Fig. 1: run 1, floorplan with the power grid
Pins as bars on the die edge.
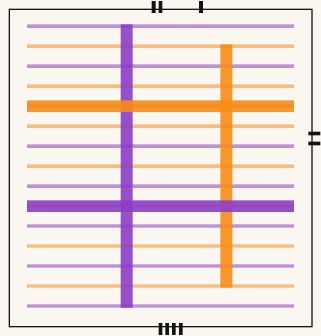
Fig. 2: run 1, placement by cell class
The bar under the picture is 10 um long.
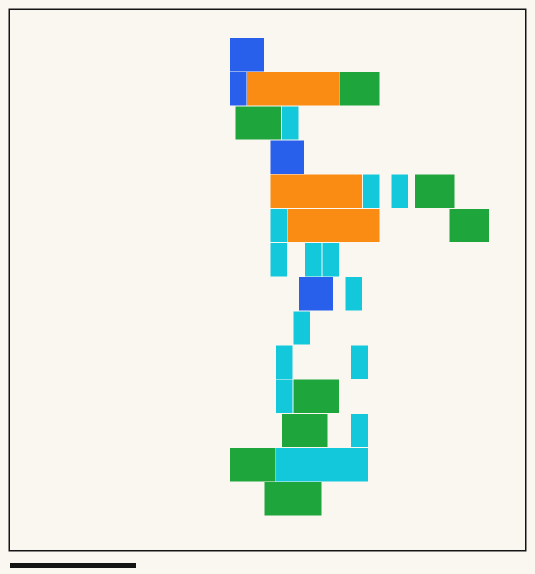
Fig. 3: run 1, routed clock nets over the placement
The bar under the picture is 10 um long.
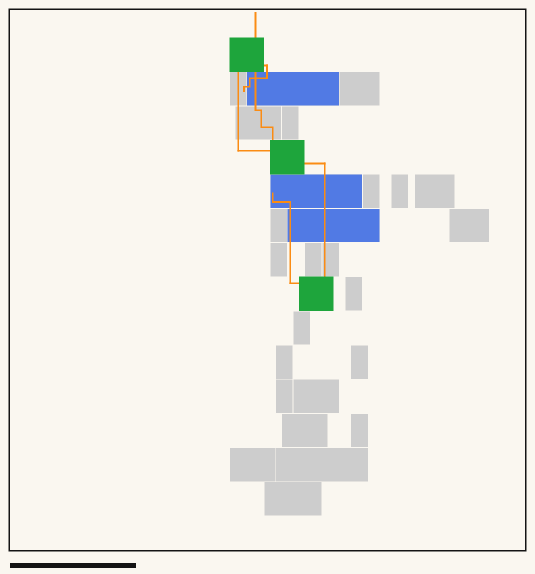
### src/rtl/full_adder_pkg.sv
// Shared bit-level helpers for the full_adder datapath slice.
package full_adder_pkg;

    localparam int FA_DEFAULT_WIDTH = 1;

    // Returns {carry_out, sum} for one bit position.
    function automatic logic [1:0] fa_bit(input logic a, input logic b, input logic c);
        logic s;
        logic co;
        s  = a ^ b ^ c;
        co = (a & b) | (a & c) | (b & c);
        return {co, s};
    endfunction

endpackage

### src/rtl/full_adder_fa_cell.sv
// Pure combinational 1-bit full adder cell; the building block of the ripple chain.
module fa_cell
    import full_adder_pkg::*;
(
    input  logic a,
    input  logic b,
    input  logic ci,
    output logic s,
    output logic co
);

    logic [1:0] res;

    assign res = fa_bit(a, b, ci);
    assign s   = res[0];
    assign co  = res[1];

endmodule

### src/rtl/full_adder.sv
// Ripple-carry adder built from fa_cell instances, with an optional output register
// stage. With REG_OUT=1 results appear one clock after capture; with REG_OUT=0 the
// adder is purely combinational and clk/rst are not used.
module full_adder
    import full_adder_pkg::*;
#(
    parameter int WIDTH   = FA_DEFAULT_WIDTH,
    parameter bit REG_OUT = 1'b1
) (
    input  logic             clk,
    input  logic             rst,
    input  logic [WIDTH-1:0] A,
    input  logic [WIDTH-1:0] B,
    input  logic             Cin,
    input  logic             in_valid,
    output logic [WIDTH-1:0] S,
    output logic             Cout,
    output logic             out_valid
);

    logic [WIDTH:0]   carry;
    logic [WIDTH-1:0] sum_comb;

    assign carry[0] = Cin;

    for (genvar i = 0; i < WIDTH; i++) begin : g_chain
        fa_cell u_cell (
            .a  (A[i]),
            .b  (B[i]),
            .ci (carry[i]),
            .s  (sum_comb[i]),
            .co (carry[i+1])
        );
    end

    if (REG_OUT) begin : g_reg
        logic [WIDTH-1:0] s_q;
        logic             cout_q;
        logic             valid_q;

        // Capture the sum on qualified cycles; otherwise hold it and drop valid.
        always_ff @(posedge clk) begin
            if (rst) begin
                s_q     <= '0;
                cout_q  <= 1'b0;
                valid_q <= 1'b0;
            end else begin
                valid_q <= in_valid;
                if (in_valid) begin
                    s_q    <= sum_comb;
                    cout_q <= carry[WIDTH];
                end
            end
        end

        assign S         = s_q;
        assign Cout      = cout_q;
        assign out_valid = valid_q;
    end else begin : g_comb
        // Clock and reset are intentionally unused in the combinational variant.
        logic unused_clk_rst;
        assign unused_clk_rst = clk ^ rst;

        assign S         = sum_comb;
        assign Cout      = carry[WIDTH];
        assign out_valid = in_valid;
    end

endmodule

### config.mk
export PLATFORM = sky130hd
export DESIGN_NAME = full_adder
export DESIGN_NICKNAME = d
export VERILOG_FILES = /design/src/rtl/full_adder_pkg.sv /design/src/rtl/full_adder_fa_cell.sv /design/src/rtl/full_adder.sv
export SDC_FILE = /design/constraint.sdc
export NUM_CORES = 1
export LEC_CHECK = 0
export ABC_AREA = 1
export CORE_AREA = 2 2 39 41
export DETAILED_ROUTE_END_ITERATION = 8
export DIE_AREA = 0 0 41 43
export GPL_TIMING_DRIVEN = 0
export PLACE_DENSITY = 0.3
export SYNTH_ARGS = -nofsm -noshare
export SYNTH_HDL_FRONTEND = slang
export SYNTH_SLANG_ARGS = --single-unit
### constraint.sdc
create_clock -name clk -period 1.4 [get_ports clk]
set_input_delay 0.28 -clock clk [delete_from_list [all_inputs] [get_ports clk]]
set_output_delay 0.28 -clock clk [all_outputs]
set_load 0.05 [all_outputs]
==> changes_impl.md, run 1 <==
## Implementation

* Switching Share at 0.266
* Chip Area, Yosys at 129 um2
* Global-route layer with the greatest usage: met4
* Hold Path End: S
* Compound Share, Synth at 0
* Hold WS at about 0.46 ns
* Seq area share at 0.236
* Reg-to-Reg Start: Cout
* CP required at ~1.1 ns
* Critical path origin: Cout
* Adder-cell share of the synthesized area at 0.155
* CTS buffer count at 3
* First-pass GRT wire length at 483 um
* CLK BUF at 4
* Arr. time, crit path at around 1.1 ns
* Synth Area in Simple Gates at 0.262
* Post-DR vias/cell at 3.00
* Synth mux share at 0
* Comb pwr at 61.7 uW
* GRT Util Overall at 0.0481
* Logic share of the area at 0.212
* Top cell category: buffers
* Reg area at 60.1 um2
* RSZ-0062 raised after global routing: no
* Initial drt markers at 1
* Largest cells by area: dfxtp_1 (47%), fa_1 (16%), nor2_1 (15%)
* Clock Tree Buf Depth at 2
* WL met1 at 92 um
* Worst hold start: S
* Pwr per Cell Area at 1200 mW/mm2
* Dominant register cell: dfxtp_1
* CTS root buffer: clkbuf_4
* Die X at 41 um
* # placed instances at 41
* P_sw at 80.9 uW
* Routed length on met3 at 8 um
* Seq power at about 94 uW
* TAP cells at 16
* Comb_multi_in at 10
* Crit-path slowest cell: dlygate4sd2_1
* Status: completed
* Number of cells in Yosys stat at 17
* Critical path depth at 1
* I/O Buffers at 8
* Finished layout cell area at 254 um2
* Met3 global-route usage at 0.0314
* Core ar. at 0.00138 mm2
* Internal power at 223 uW
* Gate power share at 0.203
* Final #Nets at 37
* CTS tree: built
* R2r setup slk at 0.86 ns
* Fmax at 0.741 GHz
* Most frequent cell after synthesis: nor2_1
* Vias at 135
* Commonest cells in the netlist: nor2_1 (5), inv_1 (4), nand2_1 (4), dfxtp_1 (3), fa_1 (1)
* Main logic family: simple AND/OR/NAND/NOR gates
* Reg clk slew, reported paths at 0.04 ns
* CTS Sinks at 3
* Overflow after GRT at 0
* Reg power frac at 0.310
* EDFF count, synth at 0
* Hold path depth at 2
* Die y size at 43 um
* Async set-reset flop share out of synthesis at 0
* Diodes inserted at 0
* Largest net degree at the start of global routing at 6
* Met1 GRT Util at 0.0224
* Worst-skew pair later-pin latency at 0.23 ns
* OpenROAD warnings at 26
* Clock-cell share of area at 0.103
* Chip Area at 0.00176 mm2
* Post-layout util at 0.184
* M2 GR Usage at 0.0719
* Resized cells post-CTS at 3
* WL met2 at 170 um
* DRT Pass-1 Iters at 3
* Hold bufs inserted after CTS at 0
* Count of boundary I/O pins at 9
* Reg-to-Reg End: Cout
* Syn_area_per_cell at 7.58 um2
* Fp util at 0.0931
* Worst Max-Slew Pin Slew at 0.487 ns
* Nature of the critical path endpoint: output pin
* Layout area overhead at 97.1%
* Htree depth at 1
* Global placement routability congestion at ~0.56
* Flip-flops at 3
* Critical path cell sequence: dlygate4sd2_1
* Max-area cell share at 0.466
* Yosys xor share at 0
* Synth warn at 0
* Top Metal Used: met3
* Synth Net Count at 24
* Total negative setup slack at 0 ns
* # rows at 14
* # setup viols final at 0
* Crit path max-delay family: buffers and inverters
* Buffering overhead at 0.310
* # fillers at 161
* Fin. max-slew vios at 0
* Post-synth regs at 3
* Tot Pwr at 304 uW
* Clock share of power at 0.487
* Clock group at 148 uW
* Max cap viols at 0
* Worst Clk Skew at 0 ns
* Layout cells sized above 1 at 0.103
* Non-clock inverter count at 4
* Slew headroom at 0.677
* Vias in the first global route at 158
* Reg2reg path depth at 2
* Non-Filler Instances at 45
* Final hold vios at 0
* Synth Cell Area at about 130 um2
* # DRC at 0
* Buffers, non-clock at 8
* Dpl ws at -0.137 ns
* Crit path to: Cout
* Setup WS post-layout at 0.0514 ns
* Worst min-delay path category: reg -> reg
* Max incr delay on CP at 0.52 ns
* Largest power group: the clock network
* Placed cell area at around 230 um2
* Buf+Inv Stages, Crit Path at 1
* Initial antenna violation count at 0
* Most frequent logic cell in the layout: nor2_1
* Drt wl/cell at approximately 6.0 um
* Post-CTS Setup Repair Bufs at 0
* Top cells excl fill/tap: nor2_1 (5), inv_1 (4), nand2_1 (4), clkdlybuf4s50_1 (4)
* Min Tclk post-route at 1.35 ns
* Worst vdd ir at 214 uV
* Post-synthesis instance total at 17
* Final ANT Viol Nets at 0
* Post-synth top area cell: dfxtp_1
* Critical path class: reg -> out
* Setup crit start kind: register
* Seq share, synth at 0.466
* Leakage power at 0.000138 uW
## Picture notes: Fig. 1
Orange marks VDD. Purple marks VSS.
2 straps on met5. 2 straps on met4. 15 met1 rails follow the rows.

## Picture notes: Fig. 2
Orange marks flip-flops, cells 3, share of their area 26%. Cyan marks all other logic, cells 14, share of their area 29%. Green marks other buffers and delay cells, cells 8, share of their area 34%. Blue marks clock drivers and dummy loads, cells 4, share of their area 11%.

## Picture notes: Fig. 3
Orange marks clock wires, length 54.7 um. Green marks cells driving clock nets, count 3. Blue marks flip-flops, count 3.
There are 4 routed clock nets.

Fig. 4: run 1, clock routing
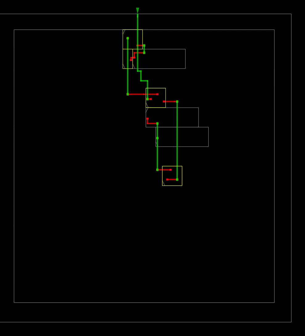

==> run 2, diff against run 1 <==
Settings changed: SKIP_CTS_REPAIR_TIMING set to 1.
Fig. 5: run 2, clock routing
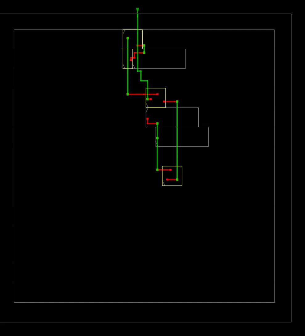
CTS Sinks: 3
flip-flops: 3
Worst Clk Skew: 0 ns
Clock group: 148 uW

==> run 2 against run 1 <==
  * Critical path depth up 5
  * Highest routed layer unchanged
  * Critical endpoint is now S
  * Fmax up 7.1%
  * Synthesized area unchanged
  * Sequential power about the same
  * Clock skew unchanged
==> changes_impl.md, run 2 <==
## Implementation

* First-pass GRT wire length at 483 um (unchanged)
* Clock share of power at 0.481 (-0.006)
* Synth mux share at 0 (unchanged)
* Clock Tree Buf Depth at 2 (unchanged)
* Syn_area_per_cell at 7.58 um2 (unchanged)
* Reg clk slew, reported paths at 0.04 ns (about the same)
* Clock-cell share of area at 0.0991 (-0.00439)
* Gate power share at 0.212 (+0.009)
* Logic share of the area at 0.203 (-0.00899)
* Reg-to-Reg End: Cout
* Core ar. at 0.00138 mm2 (unchanged)
* Vias at 135 (unchanged)
* M2 GR Usage at 0.0719 (unchanged)
* Worst Max-Slew Pin Slew at 0.500 ns (+0.0131 ns)
* Reg-to-Reg Start: Cout
* Count of boundary I/O pins at 9 (unchanged)
* CTS tree: built
* Worst hold start: S
* # fillers at 158 (-1.9%)
* Post-layout util at 0.192 (+0.00814)
* Leakage power at 0.000171 uW (+24%)
* Worst vdd ir at 223 uV (+4.4%)
* Buffers, non-clock at 8 (unchanged)
* Diodes inserted at 0 (unchanged)
* Non-clock inverter count at 4 (unchanged)
* Largest power group: the clock network
* Seq share, synth at 0.466 (unchanged)
* Status: completed
* Met1 GRT Util at 0.0224 (unchanged)
* Synth Area in Simple Gates at 0.262 (unchanged)
* TAP cells at 16 (unchanged)
* Total negative setup slack at 0 ns (unchanged)
* Top Metal Used: met3
* Switching Share at 0.263 (-0.00297)
* Routed length on met3 at 11 um (+38%)
* Slew headroom at 0.666 (-0.0106)
* EDFF count, synth at 0 (unchanged)
* # rows at 14 (unchanged)
* Final #Nets at 37 (unchanged)
* Top cell category: buffers
* Layout area overhead at 106%
* Adder-cell share of the synthesized area at 0.155 (unchanged)
* Post-synth regs at 3 (unchanged)
* Hold path depth at 2 (unchanged)
* WL met1 at 90 um (-2.2%)
* Internal power at 227 uW (+1.6%)
* Main logic family: simple AND/OR/NAND/NOR gates
* Number of cells in Yosys stat at 17 (unchanged)
* R2r setup slk at 0.86 ns (about the same)
* Buf+Inv Stages, Crit Path at 2 (+1)
* Post-synthesis instance total at 17 (unchanged)
* Overflow after GRT at 0 (unchanged)
* Die y size at 43 um (unchanged)
* Fmax at 0.794 GHz (+7.1%)
* # setup viols final at 0 (unchanged)
* Max-area cell share at 0.466 (unchanged)
* Die X at 41 um (unchanged)
* Synth Cell Area at 129 um2 (unchanged)
* Finished layout cell area at 265 um2 (+4.4%)
* I/O Buffers at 8 (unchanged)
* Largest net degree at the start of global routing at 6 (unchanged)
* Reg power frac at 0.306 (-0.004)
* Vias in the first global route at 158 (unchanged)
* Final ANT Viol Nets at 0 (unchanged)
* Crit path to: S
* Reg2reg path depth at 2 (unchanged)
* Yosys xor share at 0 (unchanged)
* Critical path depth at 6 (+5)
* Fp util at 0.0931 (unchanged)
* WL met2 at 172 um (+1.2%)
* Post-synth top area cell: dfxtp_1
* Crit-path slowest cell: fa_1
* CTS root buffer: clkbuf_4
* Fin. max-slew vios at 0 (unchanged)
* Largest cells by area: dfxtp_1 (47%), fa_1 (16%), nor2_1 (15%)
* Met3 global-route usage at 0.0314 (unchanged)
* Hold Path End: S
* Min Tclk post-route at 1.26 ns (-0.0890 ns)
* Compound Share, Synth at 0 (unchanged)
* GRT Util Overall at 0.0481 (unchanged)
Fig. 6: run 2, floorplan with the power grid
Pins as bars on the die edge.
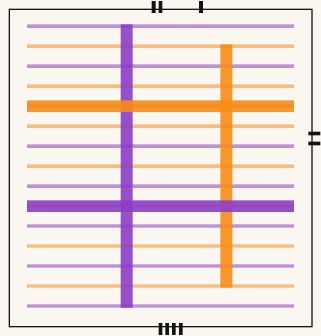
Orange marks VDD. Purple marks VSS.
15 met1 rails follow the rows. The core has 14 rows. 2 straps on met4. 9 signal pins sit on the boundary.

==> run 3, diff against run 2 <==
Settings changed: REMOVE_ABC_BUFFERS set to 1.
Fig. 7: run 3, placement by cell class
The bar under the picture is 10 um long.
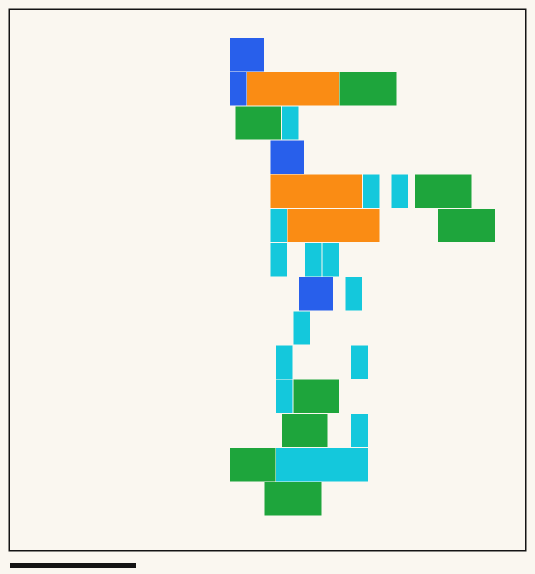
post-layout util: 0.192
Core ar.: 0.00138 mm2
Seq area share: 0.226
finished layout cell area: 265 um2

Fig. 8: run 3, routed clock nets over the placement
The bar under the picture is 10 um long.
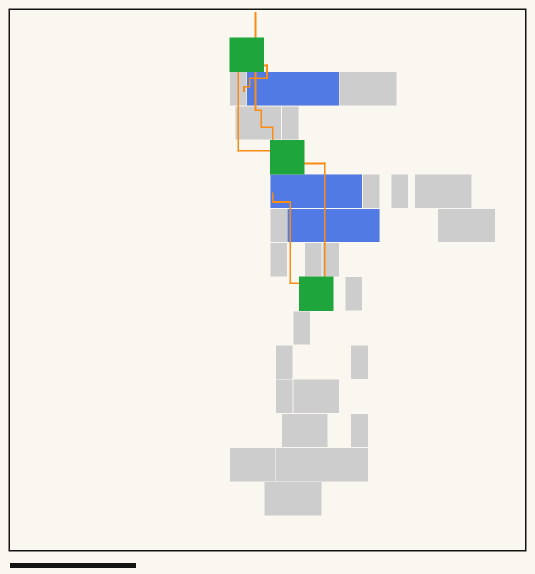
Blue marks flip-flops, count 3. Green marks cells driving clock nets, count 3. Orange marks clock wires, length 54.7 um.
There are 4 routed clock nets.

==> run 3 against run 2 <==
  * Synthesized area is the same
  * Critical path depth did not move
  * Final area is the same
  * Clock power barely moved
  * Largest cell class unchanged
  * Largest power group unchanged
==> changes_impl.md, run 3 <==
## Implementation

* Met3 global-route usage at 0.0314 (unchanged)
* First-pass GRT wire length at 483 um (unchanged)
* TAP cells at 16 (unchanged)
* Fin. max-slew vios at 0 (unchanged)
* CTS tree: built
* CTS root buffer: clkbuf_4
* Post-synth regs at 3 (unchanged)
* Synth mux share at 0 (unchanged)
* Post-synthesis instance total at 17 (unchanged)
* Switching Share at 0.263 (unchanged)
* Die X at 41 um (unchanged)
* Worst Clk Skew at 0 ns (unchanged)
* Internal power at 227 uW (unchanged)
* Flip-flops at 3 (unchanged)
* Number of cells in Yosys stat at 17 (unchanged)
* # rows at 14 (unchanged)
* Met1 GRT Util at 0.0224 (unchanged)
* Vias at 135 (unchanged)
* Leakage power at 0.000171 uW (unchanged)
* Clock-cell share of area at 0.0991 (unchanged)
* Routed length on met3 at 11 um (unchanged)
* Count of boundary I/O pins at 9 (unchanged)
* WL met2 at 172 um (unchanged)
* I/O Buffers at 8 (unchanged)
* CTS Sinks at 3 (unchanged)
* Diodes inserted at 0 (unchanged)
* Synth Cell Area at 129 um2 (unchanged)
* Gate power share at 0.212 (about the same)
* # fillers at 158 (unchanged)
* Crit path to: S
* Top cell category: buffers
* Non-clock inverter count at 4 (unchanged)
* Overflow after GRT at 0 (unchanged)
* Final #Nets at 37 (unchanged)
* Layout area overhead at 106% (unchanged)
* Reg-to-Reg Start: Cout
* Slew headroom at 0.666 (unchanged)
* Clock share of power at 0.481 (about the same)
* Reg-to-Reg End: Cout
* Syn_area_per_cell at 7.58 um2 (unchanged)
* Max-area cell share at 0.466 (unchanged)
* Yosys xor share at 0 (unchanged)
* Hold path depth at 2 (unchanged)
* GRT Util Overall at 0.0481 (unchanged)
* Reg power frac at 0.306 (about the same)
* Die y size at 43 um (unchanged)
* R2r setup slk at 0.86 ns (about the same)
* Fmax at 0.794 GHz (unchanged)
* Adder-cell share of the synthesized area at 0.155 (unchanged)
* M2 GR Usage at 0.0719 (unchanged)
* Worst Max-Slew Pin Slew at 0.500 ns (unchanged)
* Crit-path slowest cell: fa_1
* Largest net degree at the start of global routing at 6 (unchanged)
* Reg2reg path depth at 2 (unchanged)
* Seq share, synth at 0.466 (unchanged)
* Worst hold start: S
* Logic share of the area at 0.203 (unchanged)
* Buf+Inv Stages, Crit Path at 2 (unchanged)
* Post-synth top area cell: dfxtp_1
* Clock group at 148 uW (about the same)
* Fp util at 0.0931 (unchanged)
* Synth Area in Simple Gates at 0.262 (unchanged)
* Status: completed
* Reg clk slew, reported paths at 0.04 ns (about the same)
* Buffers, non-clock at 8 (unchanged)
* Worst vdd ir at 223 uV (unchanged)
No activity file was given, so power comes from the tool's default toggle rates.
